===== config.mk =====
export PLATFORM = sky130hd
export DESIGN_NAME = qsm_dim_sequencer
export DESIGN_NICKNAME = d
export VERILOG_FILES = /design/src/rtl/qsm_dim_sequencer.sv
export SDC_FILE = /design/constraint.sdc
export NUM_CORES = 1
export LEC_CHECK = 0
export CORE_MARGIN = 3
export CORE_UTILIZATION = 49
export CTS_CLUSTER_SIZE = 30
export DETAILED_ROUTE_END_ITERATION = 6
export GPL_TIMING_DRIVEN = 0
export PLACE_DENSITY_LB_ADDON = 0.08
export RECOVER_POWER = 100
export SLEW_MARGIN = 10
export SYNTH_ARGS = -nofsm -noshare
export SYNTH_HDL_FRONTEND = slang
export SYNTH_SLANG_ARGS = --single-unit

===== constraint.sdc =====
create_clock -name clk_i -period 3 [get_ports clk_i]
set_input_delay 0.3 -clock clk_i [delete_from_list [all_inputs] [get_ports clk_i]]
set_output_delay 0.3 -clock clk_i [all_outputs]
set_load 0.01 [all_outputs]

===== src/rtl/qsm_dim_sequencer.sv =====
// qsm_dim_sequencer
//   Sequences one QSPI DIM line: turns control pulses into RESET/READ frame
//   requests for the QSPI frame engine, paces consecutive READ frames, writes
//   every accepted returned word into the readout SRAM and keeps the status
//   fields for the register bank.
//
// Ports
//   clk_i, rst_n_i         clock, synchronous active-low reset
//   ctrl_reset_i/trig_i    1-cycle control pulses (RESET frame / readout)
//   last_reg_adr_i,
//   max_dim_no_i,
//   read_delay_i           configuration, shadowed when a command is accepted
//   busy_o, done_o,
//   err_many_o, err_fb_o,
//   dim_count_o            status
//   frm_start_o/type_o/
//   reg_o                  frame request to the QSPI engine
//   frm_word_valid_i/
//   word_i/done_i/
//   fb_err_i               frame engine results
//   mem_we_o/addr_o/data_o readout SRAM write port
module qsm_dim_sequencer #(
    parameter int CLK_PER_US = 40,
    parameter int TIMEOUT_US = 1000,
    parameter int MEM_AW     = 8
) (
    input  logic              clk_i,
    input  logic              rst_n_i,
    input  logic              ctrl_reset_i,
    input  logic              ctrl_trig_i,
    input  logic [3:0]        last_reg_adr_i,
    input  logic [3:0]        max_dim_no_i,
    input  logic [9:0]        read_delay_i,
    output logic              busy_o,
    output logic              done_o,
    output logic              err_many_o,
    output logic              err_fb_o,
    output logic [3:0]        dim_count_o,
    output logic              frm_start_o,
    output logic              frm_type_o,
    output logic [3:0]        frm_reg_o,
    input  logic              frm_word_valid_i,
    input  logic [15:0]       frm_word_i,
    input  logic              frm_done_i,
    input  logic              frm_fb_err_i,
    output logic              mem_we_o,
    output logic [MEM_AW-1:0] mem_addr_o,
    output logic [15:0]       mem_data_o
);

    localparam int DLY_MAX = 1023 * CLK_PER_US;
    localparam int DLY_W   = ($clog2(DLY_MAX + 1) > 16) ? $clog2(DLY_MAX + 1) : 16;
    localparam int TMO_CYC = TIMEOUT_US * CLK_PER_US;
    localparam int TMO_W   = $clog2(TMO_CYC + 1);

    localparam logic [2:0] S_IDLE     = 3'd0;
    localparam logic [2:0] S_RST_REQ  = 3'd1;
    localparam logic [2:0] S_RST_WAIT = 3'd2;
    localparam logic [2:0] S_RD_REQ   = 3'd3;
    localparam logic [2:0] S_RD_WAIT  = 3'd4;
    localparam logic [2:0] S_DELAY    = 3'd5;

    logic [2:0]        state;
    logic [3:0]        reg_idx;
    logic [3:0]        dev_idx;
    logic [3:0]        last_reg_q;
    logic [3:0]        max_dim_q;
    logic [9:0]        read_delay_q;
    logic [DLY_W-1:0]  dly_cnt;
    logic [DLY_W-1:0]  dly_cycles;
    logic [TMO_W-1:0]  tmo_cnt;
    logic              tmo_hit;
    logic              mem_we_q;
    logic [MEM_AW-1:0] mem_addr_q;
    logic [15:0]       mem_data_q;
    logic              done_q;
    logic              err_many_q;
    logic              err_fb_q;
    logic [3:0]        dim_count_q;

    logic              word_ok;
    logic [3:0]        dev_next;
    logic [3:0]        cnt_now;
    logic              many_now;
    logic              fb_now;

    assign dly_cycles = DLY_W'(read_delay_q) * DLY_W'(CLK_PER_US);

    // tmo_cnt holds the number of cycles since frm_start_o, so the abort
    // becomes visible exactly TMO_CYC cycles after the request.
    assign tmo_hit  = (tmo_cnt == TMO_W'(TMO_CYC - 1));

    assign word_ok  = (dev_idx < max_dim_q);
    assign dev_next = (dev_idx == 4'd15) ? 4'd15 : dev_idx + 4'd1;
    // A word arriving together with frm_done_i is counted before the frame closes.
    assign cnt_now  = frm_word_valid_i ? dev_next : dev_idx;
    assign many_now = err_many_q | (frm_word_valid_i & ~word_ok);
    assign fb_now   = err_fb_q | frm_fb_err_i;

    always_ff @(posedge clk_i) begin
        if (!rst_n_i) begin
            state        <= S_IDLE;
            reg_idx      <= 4'd0;
            dev_idx      <= 4'd0;
            last_reg_q   <= 4'd0;
            max_dim_q    <= 4'd0;
            read_delay_q <= 10'd0;
            dly_cnt      <= '0;
            tmo_cnt      <= '0;
            mem_we_q     <= 1'b0;
            mem_addr_q   <= '0;
            mem_data_q   <= 16'd0;
            done_q       <= 1'b0;
            err_many_q   <= 1'b0;
            err_fb_q     <= 1'b0;
            dim_count_q  <= 4'd0;
        end else begin
            mem_we_q <= 1'b0;
            case (state)
                S_IDLE: begin
                    // Reset has priority; a simultaneous trig is dropped.
                    if (ctrl_reset_i || ctrl_trig_i) begin
                        done_q       <= 1'b0;
                        err_many_q   <= 1'b0;
                        err_fb_q     <= 1'b0;
                        dim_count_q  <= 4'd0;
                        last_reg_q   <= last_reg_adr_i;
                        max_dim_q    <= max_dim_no_i;
                        read_delay_q <= read_delay_i;
                        reg_idx      <= 4'd0;
                        state        <= ctrl_reset_i ? S_RST_REQ : S_RD_REQ;
                    end
                end
                S_RST_REQ: begin
                    tmo_cnt <= TMO_W'(1);
                    state   <= S_RST_WAIT;
                end
                S_RST_WAIT: begin
                    if (frm_done_i) begin
                        err_fb_q <= fb_now;
                        state    <= S_IDLE;
                    end else if (tmo_hit) begin
                        err_fb_q <= 1'b1;
                        state    <= S_IDLE;
                    end else begin
                        tmo_cnt <= tmo_cnt + TMO_W'(1);
                    end
                end
                S_RD_REQ: begin
                    dev_idx <= 4'd0;
                    tmo_cnt <= TMO_W'(1);
                    state   <= S_RD_WAIT;
                end
                S_RD_WAIT: begin
                    if (frm_word_valid_i) begin
                        if (word_ok) begin
                            mem_we_q   <= 1'b1;
                            mem_addr_q <= MEM_AW'({reg_idx, dev_idx});
                            mem_data_q <= frm_word_i;
                        end else begin
                            err_many_q <= 1'b1;
                        end
                        dev_idx <= dev_next;
                    end
                    if (frm_done_i) begin
                        if (reg_idx == 4'd0)
                            dim_count_q <= cnt_now;
                        err_fb_q <= fb_now;
                        if (many_now || fb_now) begin
                            state <= S_IDLE;
                        end else if (reg_idx == last_reg_q) begin
                            done_q <= 1'b1;
                            state  <= S_IDLE;
                        end else begin
                            reg_idx <= reg_idx + 4'd1;
                            // Delays of 0 or 1 cycle both mean "request right after done".
                            if (dly_cycles <= DLY_W'(1)) begin
                                state <= S_RD_REQ;
                            end else begin
                                dly_cnt <= dly_cycles - DLY_W'(1);
                                state   <= S_DELAY;
                            end
                        end
                    end else if (tmo_hit) begin
                        err_fb_q <= 1'b1;
                        state    <= S_IDLE;
                    end else begin
                        tmo_cnt <= tmo_cnt + TMO_W'(1);
                    end
                end
                S_DELAY: begin
                    if (dly_cnt <= DLY_W'(1))
                        state <= S_RD_REQ;
                    else
                        dly_cnt <= dly_cnt - DLY_W'(1);
                end
                default: state <= S_IDLE;
            endcase
        end
    end

    assign busy_o      = (state != S_IDLE);
    assign frm_start_o = (state == S_RST_REQ) || (state == S_RD_REQ);
    assign frm_type_o  = (state == S_RST_REQ);
    assign frm_reg_o   = (state == S_RD_REQ) ? reg_idx : 4'd0;
    assign done_o      = done_q;
    assign err_many_o  = err_many_q;
    assign err_fb_o    = err_fb_q;
    assign dim_count_o = dim_count_q;
    assign mem_we_o    = mem_we_q;
    assign mem_addr_o  = mem_addr_q;
    assign mem_data_o  = mem_data_q;

endmodule

### Cell classes on the final placement

(3 px per um)
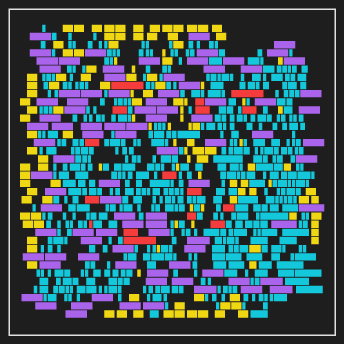
[yellow] other buffers and delay cells | cells: 127 | share of their area: 16%
[red] clock drivers and dummy loads | cells: 16 | share of their area: 3.8%
[cyan] all other logic | cells: 524 | share of their area: 50%
[purple] flip-flops | cells: 93 | share of their area: 29%
post-route cell area: 0.006591 mm^2
Core Box Area: 0.009955 mm^2
flip-flop and latch share of the layout cell area: 0.2844
number of placement rows: 36

### Routing congestion map

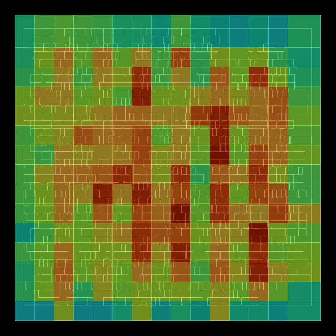
busiest layer in global routing: met2
GR Layer Usage met2: 0.4263
final core utilization: 0.6621
global routing usage on met1: 0.3155

### Cells by drive strength

(3 px per um)
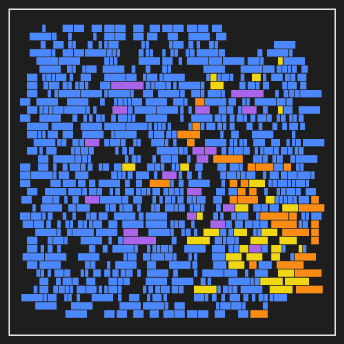
[blue] drive 1 or less | cells: 682 | most used: nand2_1
[yellow] drive 2 | cells: 30 | most used: ha_2
[orange] drive 3 to 4 | cells: 30 | most used: buf_4
[purple] drive 6 and up | cells: 18 | most used: clkbuf_8
synthesis-to-layout area growth: 28.96%
bufs w/o clock: 127
post-layout worst setup margin: -0.02532 ns

==> notes.md <==
Physical implementation

TritonRoute reported its final design rule violation total as 0. CTS reports a maximum clock tree buffer depth of 2. The routed length on met1 is 6206 um. The startpoint of the lowest-slack hold path is mem_data_o[1]$_SDFFE_PN0P_. The proportion of synthesized area in mux cells is 0.009792. Counting the fill cells in the layout gives 897. Per the repair_timing log after CTS, setup buffers inserted total 6. For this design, the sink count on the clock tree is 93. Leaving out filler cells and counting taps, the final layout contains 893. The number of global-route vias before repair was 4817. The largest clock skew in the final design is 0.01626 ns. Looking at the clock tree report, the H-tree level count equals 3. The checks that failed: negative setup slack. The kind of end point of the critical path is a flop. The data required time of the worst path is 3.27 ns. The largest power group is registers. The report lists the cells along the critical path as ha_4, ha_4, inv_2, fa_2, nor2b_2, o211ai_1, a21o_1, a21boi_4, nand4bb_4, a31oi_4, buf_6, a21oi_2, o221a_1.

Per the detail_route log, met2 wirelength is 7171 um. The share of flip-flops with an asynchronous set or reset after synthesis is 0. The count of instantiated cells in the yosys netlist is 649. The most instantiated flip-flop cell in the synthesis netlist is sky130_fd_sc_hd__dfxtp_1.

The overall power of the completed layout is 3.211 mW. In this run, power in combinational logic comes to 0.867 mW. The flow ran to the end, but the final reports show violations.

The worst setup path is launched from a flop. The count of synthesis-stage warnings from yosys is 0. The met3 usage is 0.05134. The synthesized netlist has a Yosys-reported chip area of 0.005111 mm^2. Headroom to the max-slew limit came out at 0.5084. The first global-routing pass estimated 23320 um of wire. The top cell type by instance count after synthesis is sky130_fd_sc_hd__nand2_1. The capture point of the worst register-to-register path is recorded as dly_cnt[3]$_SDFFE_PN0P_.

The unique cell type count in the Yosys netlist is 65. At the end of routability-driven placement, the weighted congestion stood at 0.8742. Leaving out buffers and inverters, the combinational logic in the layout accounts for 0.003158 mm^2.

The register bit count reported by yosys is 93. Total power normalized to cell area comes to 487.2 mW/mm^2. The number of buffers created by CTS is 9.

Clock tree synthesis selected as its root buffer the cell sky130_fd_sc_hd__clkbuf_8. The placed standard-cell area is 0.006068 mm^2. Endpoints with negative setup slack in the final report add up to 4.

The final worst setup slack is -0.02532 ns. The total congestion overflow is 0. Once detail routing completed, the nets flagged for antenna violations numbered 0.

The leakage dissipation is 2.514 nW. The layout buffering overhead excluding clock cells is 0.1608. The count of flip-flops with a built-in enable after synthesis is 0. Hold-check failures listed in the final report amount to 0. In the final layout, excluding clock inverters the inverter count is 23. The cell area that synthesis handed to floorplanning was 0.005111 mm^2.

In the finished layout, the clock tree contains a buffer count of 10. The number of violations reported at the end of detailed-routing iteration 0 is 274. The share of total power in sequential cells is 0.409. The net total in the final layout is 823. The hold path endpoint is mem_data_o[1]$_SDFFE_PN0P_.
### Layout detail

Region (15, 69) to (40, 94) um. Cells in gray, sequential cells in the stronger gray; small squares are vias.
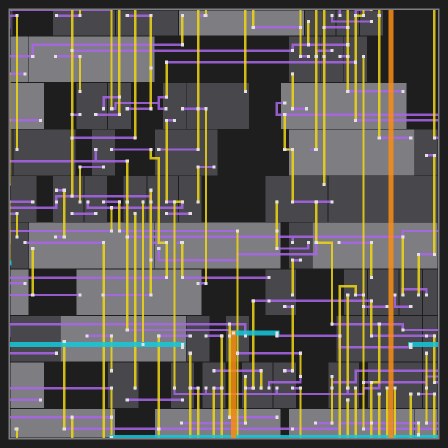
[cyan] met3
[purple] met1
[orange] met4
[yellow] met2
netlist names of flops here include: mem_addr_o (5), mem_data_o (5)
sequential cells in the window: 12
cells with their middle in the window: 53
most frequent: nand2_1 (19), dfxtp_1 (12), a21oi_1 (10)

### Met1 routing

(4 px per um)
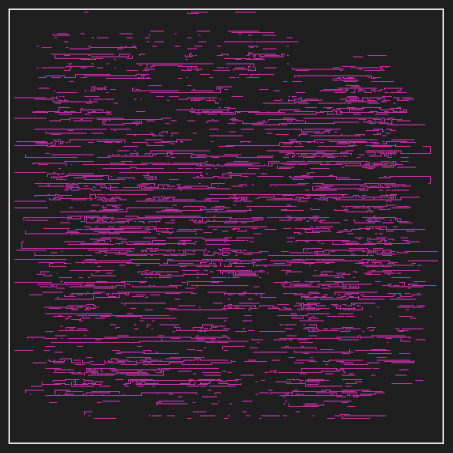
nets with wire on the layer: 776
share of all routed wire: 44%
final wirelength: 14240 um
total vias in the final route: 5025

Power and IR drop assume default switching activity.
